<file path="config.mk">
export PLATFORM = sky130hd
export DESIGN_NAME = pipe_divider
export DESIGN_NICKNAME = d
export VERILOG_FILES = /design/src/rtl/pipe_divider_pkg.sv /design/src/rtl/divider_stage.sv /design/src/rtl/pipe_divider.sv
export SDC_FILE = /design/constraint.sdc
export NUM_CORES = 2
export LEC_CHECK = 0
export ABC_AREA = 1
export CAP_MARGIN = 30
export CORE_ASPECT_RATIO = 0.8
export CORE_MARGIN = 2
export CORE_UTILIZATION = 45
export CTS_BUF_LIST = sky130_fd_sc_hd__clkbuf_8
export CTS_CLUSTER_SIZE = 30
export DETAILED_ROUTE_END_ITERATION = 12
export DONT_BUFFER_PORTS = 1
export PLACE_DENSITY = 0.71
export SYNTH_ARGS = -nofsm -noshare
export SYNTH_HDL_FRONTEND = slang
export SYNTH_HIERARCHICAL = 1
export SYNTH_SLANG_ARGS = --single-unit
</file>
<file path="constraint.sdc">
create_clock -name clock -period 2.3 [get_ports clock]
set_clock_uncertainty 0.2 [all_clocks]
set_input_delay 0.23 -clock clock [delete_from_list [all_inputs] [get_ports clock]]
set_output_delay 0.23 -clock clock [all_outputs]
set_load 0.03 [all_outputs]
</file>
<file path="src/rtl/pipe_divider_pkg.sv">
// rtl/pipe_divider_pkg.sv - shared op-mode enum and result flag positions for pipe_divider
package pipe_divider_pkg;

  typedef enum logic {
    DIV_UNSIGNED = 1'b0,
    DIV_SIGNED   = 1'b1
  } div_mode_e;

  localparam int FLAG_DBZ = 0;
  localparam int FLAG_OVF = 1;
  localparam int FLAG_W   = 2;

endpackage

</file>
<file path="src/rtl/divider_stage.sv">
// rtl/divider_stage.sv - one registered restoring-division step, frozen while hold is high
module divider_stage
  import pipe_divider_pkg::*;
#(
  parameter int DIVIDEND = 16,
  parameter int DIVISOR  = 8,
  parameter int IDX      = 1,
  parameter int SW       = 3 * DIVISOR + DIVIDEND + 7
) (
  input  logic          clock,
  input  logic          reset,
  input  logic          hold,
  input  logic [SW-1:0] prev,
  output logic [SW-1:0] next
);

  typedef struct packed {
    logic                valid;
    div_mode_e           mode;
    logic                neg_q;
    logic                neg_r;
    logic                dbz;
    logic                ovf;
    logic [DIVISOR:0]    r;
    logic [DIVIDEND-1:0] q;
    logic [DIVISOR-1:0]  d;
    logic [DIVISOR-1:0]  raw;
  } stage_t;

  // q starts as the dividend magnitude; bit BIT is consumed here and replaced by its quotient bit
  localparam int BIT = DIVIDEND - IDX;

  stage_t             cur;
  stage_t             upd;
  stage_t             held;
  logic [DIVISOR+1:0] shifted;
  logic [DIVISOR+1:0] trial;

  always_comb begin
    cur     = prev;
    upd     = cur;
    shifted = {cur.r, cur.q[BIT]};
    trial   = shifted - {2'b00, cur.d};
    if (trial[DIVISOR+1]) begin
      upd.r      = shifted[DIVISOR:0];
      upd.q[BIT] = 1'b0;
    end else begin
      upd.r      = trial[DIVISOR:0];
      upd.q[BIT] = 1'b1;
    end
  end

  always_ff @(posedge clock or posedge reset) begin
    if (reset) begin
      held <= '0;
    end else if (!hold) begin
      held <= upd;
    end
  end

  assign next = held;

endmodule

</file>
<file path="src/rtl/pipe_divider.sv">
// rtl/pipe_divider.sv - pipelined restoring divider: capture stage, DIVIDEND step stages, result register
module pipe_divider
  import pipe_divider_pkg::*;
#(
  parameter int DIVIDEND = 16,
  parameter int DIVISOR  = 8
) (
  input  logic                clock,
  input  logic                reset,
  input  logic                in_valid,
  output logic                in_ready,
  input  logic                in_signed,
  input  logic [DIVIDEND-1:0] dividend,
  input  logic [DIVISOR-1:0]  divisor,
  output logic                out_valid,
  input  logic                out_ready,
  output logic [DIVIDEND-1:0] quotient,
  output logic [DIVISOR-1:0]  remainder,
  output logic                dbz,
  output logic                ovf
);

  typedef struct packed {
    logic                valid;
    div_mode_e           mode;
    logic                neg_q;
    logic                neg_r;
    logic                dbz;
    logic                ovf;
    logic [DIVISOR:0]    r;
    logic [DIVIDEND-1:0] q;
    logic [DIVISOR-1:0]  d;
    logic [DIVISOR-1:0]  raw;
  } stage_t;

  localparam int SW = $bits(stage_t);
  localparam logic [DIVIDEND-1:0] MOST_NEG = {1'b1, {(DIVIDEND-1){1'b0}}};

  logic adv;
  logic hold;
  logic sgn_a;
  logic sgn_b;

  stage_t          cap;
  stage_t          cap_reg;
  logic [SW-1:0]   links [0:DIVIDEND];
  stage_t          last;

  logic [DIVIDEND-1:0] fin_q;
  logic [DIVISOR-1:0]  fin_r;
  logic [FLAG_W-1:0]   fin_flags;

  logic                res_valid;
  logic [DIVIDEND-1:0] res_q;
  logic [DIVISOR-1:0]  res_r;
  logic [FLAG_W-1:0]   res_flags;
  logic                unused_fields;

  // Global stall: the whole pipe, bubbles included, moves only when the result slot can drain
  assign in_ready = !out_valid || out_ready;
  assign adv      = in_ready;
  assign hold     = !adv;

  always_comb begin
    cap   = '0;
    sgn_a = in_signed && dividend[DIVIDEND-1];
    sgn_b = in_signed && divisor[DIVISOR-1];
    if (in_valid) begin
      cap.valid = 1'b1;
      cap.mode  = in_signed ? DIV_SIGNED : DIV_UNSIGNED;
      cap.neg_q = sgn_a ^ sgn_b;
      cap.neg_r = sgn_a;
      cap.dbz   = (divisor == '0);
      cap.ovf   = in_signed && (dividend == MOST_NEG) && (&divisor);
      cap.q     = sgn_a ? -dividend : dividend;
      cap.d     = sgn_b ? -divisor : divisor;
      cap.raw   = dividend[DIVISOR-1:0];
    end
  end

  always_ff @(posedge clock or posedge reset) begin
    if (reset) begin
      cap_reg <= '0;
    end else if (adv) begin
      cap_reg <= cap;
    end
  end

  assign links[0] = cap_reg;

  for (genvar g = 1; g <= DIVIDEND; g++) begin : g_stage
    divider_stage #(
      .DIVIDEND(DIVIDEND),
      .DIVISOR (DIVISOR),
      .IDX     (g),
      .SW      (SW)
    ) u_stage (
      .clock(clock),
      .reset(reset),
      .hold (hold),
      .prev (links[g-1]),
      .next (links[g])
    );
  end

  assign last = links[DIVIDEND];
  // The divisor magnitude and the always-zero top remainder bit are not needed once stepping is done
  assign unused_fields = ^{last.d, last.r[DIVISOR]};

  always_comb begin
    fin_q     = last.q;
    fin_r     = last.r[DIVISOR-1:0];
    fin_flags = '0;
    if (last.dbz) begin
      fin_q               = '1;
      fin_r               = last.raw;
      fin_flags[FLAG_DBZ] = 1'b1;
    end else begin
      if (last.mode == DIV_SIGNED && last.neg_q) begin
        fin_q = -last.q;
      end
      if (last.mode == DIV_SIGNED && last.neg_r) begin
        fin_r = -last.r[DIVISOR-1:0];
      end
      fin_flags[FLAG_OVF] = last.ovf;
    end
  end

  always_ff @(posedge clock or posedge reset) begin
    if (reset) begin
      res_valid <= 1'b0;
      res_q     <= '0;
      res_r     <= '0;
      res_flags <= '0;
    end else if (adv) begin
      res_valid <= last.valid;
      res_q     <= fin_q;
      res_r     <= fin_r;
      res_flags <= fin_flags;
    end
  end

  assign out_valid = res_valid;
  assign quotient  = res_q;
  assign remainder = res_r;
  assign dbz       = res_flags[FLAG_DBZ];
  assign ovf       = res_flags[FLAG_OVF];

endmodule

</file>
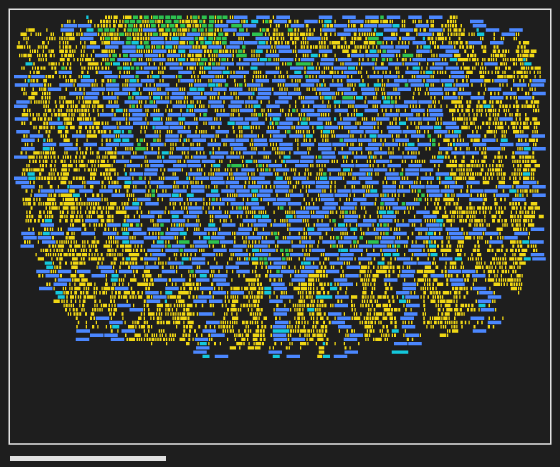
Figure 1: placement by cell class.
Bar = 100 µm.
| class | colour | cells |
|---|---|---|
| remaining buffers and delay cells | green | 161 |
| combinational and other logic | yellow | 4557 |
| sequential cells | blue | 807 |
| clock drivers and dummy loads | cyan | 201 |
CORE AREA: 93000 µm²
Final Util: 50.6%
sequential cell area share: 42.9%
FP Rows: 100

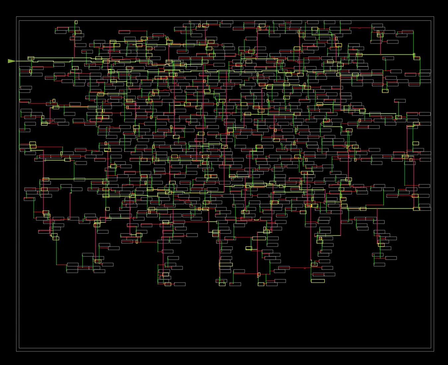
Figure 2: clock routing.
registers: 807
CTS buffer count: 117

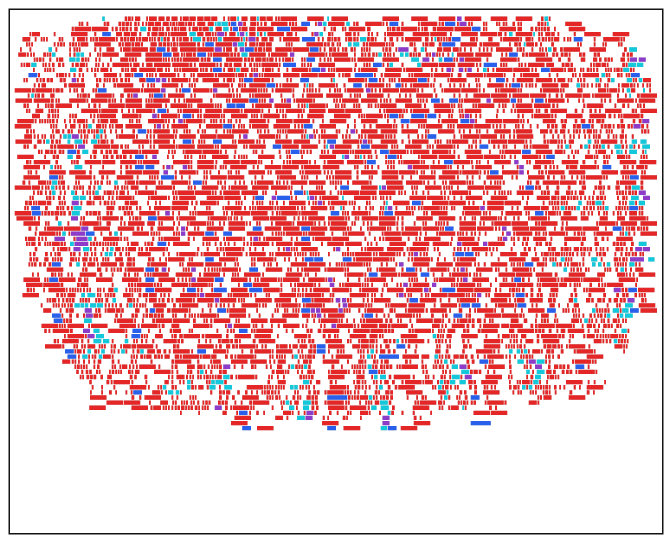
Figure 3: cell sizes after repair.
| size | colour | cells |
|---|---|---|
| _3 and _4 cells | purple | 127 |
| _2 cells | cyan | 241 |
| _0 and _1 cells | red | 5189 |
| _6 and larger | blue | 169 |
Buffers, non-clock: 161
fin area: 47000 µm²
setup ws final: -0.0404 ns

metal layers:
layer | global-route usage (%) | wire (µm)
met2 | 31.4 | 42600
met5 | 0 | 0
met3 | 2.93 | 3920
met4 | 4.47 | 1870
met1 | 29.1 | 47200
timing repair:
| item | in CTS | in global routing |
|---|---|---|
| hold buffers | 59 | 5 |
| setup endpoints to repair | 0 | 27 |
| gates resized | 0 | 27 |
| buffers inserted | 0 | 5 |
| endpoints found under the hold margin | 1169 | 36 |
worst min-delay path by stage:
stage,end,from
floorplan,cap_reg[42]$_DFFE_PP0N_,divisor[6]
global placement,g_stage[7].u_stage/next[5]$_DFFE_PP0N_,reset
detailed placement,g_stage[7].u_stage/next[4]$_DFFE_PP0N_,reset
CTS,cap_reg[17]$_DFFE_PP0N_,dividend[1]
global route,cap_reg[17]$_DFFE_PP0N_,dividend[1]
finish,cap_reg[17]$_DFFE_PP0N_,dividend[1]
stage by stage:
stage	hold slack (ns)	total power [mW]	setup WS (ns)
after floorplan	0.128	52.1	0.169
after global placement	-0.201	59.5	0.211
after detailed placement	-0.197	60.4	0.154
after CTS	-0.428	72.4	0.0221
after global routing	-0.362	79.7	-0.0871
final	-0.339	72.4	-0.0404
power groups by stage:
stage	Combinational, mW	Sequential [mW]	Clock [mW]
after CTS	35.7	24.8	11.9
after detailed placement	35.4	25.0	0
final	36.0	24.8	11.6
after global routing	41.6	25.6	12.5
after global placement	34.6	24.9	0
after floorplan	28.6	23.6	0
area by class of cell:
type                    instances  area (µm²)  area share, %
inverters                     570        2160           4.60
diodes                          1        2.50        0.00532
clock inverters                54         308          0.654
repair buffers                161        1530           3.26
repair inverters                1        8.76         0.0186
multi-input cells            3986       19300           41.0
clock buffers                 147        2020           4.30
well taps                    1224        1530           3.26
flip-flops and latches        807       20200           42.9
==> results.yml <==
# flow metrics
status:
  status: "finished, violations left"
  failed_checks: "negative hold slack, negative setup slack"
placement:
  dp_cells: 6676
  hpwlAfterDp_um: 67100
  place.port_buffers: 0
  placed_cell_area_um2: 43900
  place_congestion: 0.862
routing:
  dr_total_vias: 34800
  wl_um: 95600
  final_antenna_net_count: 0
  firstDrtPassIters: 6
  drtIter0Drc: 2518
  drc_errors: 0
job:
  cap_viol_max_count: 0
  tool_warnings: 30
power_and_ir_drop:
  switching_share_pct: 45.3
  p_sw_mw: 32.8
  ir_worst_vdd_uv: 865
  power.leakage_nw: 25.9
  power_frac_seq_pct: 34.3
  comb_power_share_pct: 49.7
  power.density_nw_per_um2: 1540
floorplan:
  initCoreUtil_pct: 45.4
  ios: 57
  die_w_um: 347
  die_area_um2: 96300
  die_y_um: 278
synth:
  syn_area_um2: 42200
  avgSynthCellArea_um2: 7.65
  ys_warn_count: 6
setup_path:
  cp-end-kind: "register"
  critPathMaxFanout: 3
  cp_num_cells: 11
  crit_chain: "dlygate4sd3_1, inv_2, nand2_1, nor3_2, dlygate4sd3_1, nand3_1, nand2_1, nand2_1, nand3_1, nand2_1, dlygate4sd3_1"
  timing.rr.end: "cap_reg[21]$_DFFE_PP0N_"
  worst-setup-path-type: "in -> reg"
  r2r_slack_ns: 0.09
  worstPathRequired_ns: 2.72
  reg2reg_from: "out_valid$_DFFE_PP0N_"
  critical_path.slowest_cell: "dlygate4sd3_1"
  cp_top_family: "buffers and inverters"
  critPathCapture: "cap_reg[30]$_DFFE_PP0N_"
sta:
  tightestPinTransition_ns: 0.644
  fmax_mhz: 427
  timing.hold.ws_ns: -0.339
  slew_headroom_pct: 57.1
  setup_viol: 3
  worst_slack_ns: -0.0404
  rsz0062_at_grt: "yes"
  drv_slew: 0
  finalHoldViolations: 2
final_layout:
  nFillCells: 8794
  layout.nets: 5822
  final_cell_mix: "nand2_1, dfrtp_1, inv_1"
  largest_reg_flops: 743
  final_cells: 6951
  lay_top_count: "nand2_1"
clocking:
  clockRootBuffer: "clkbuf_8"
  clock_path_buffers: 3
  htree_levels: 3
  cts_sinks: 807
  clkLatencyLatePin_ns: 0.75
  cts_tree: "built"
worst_hold_path:
  hold_depth: 4
  hold_path_class: "in -> reg"
global_route:
  grt_first_pass_wirelength_um: 165000
  antenna_found_initial: 1
  grt_max_degree: 63
  grt_pass1_vias: 33900
  grt_overflow: 0
Power and IR drop assume default switching activity.
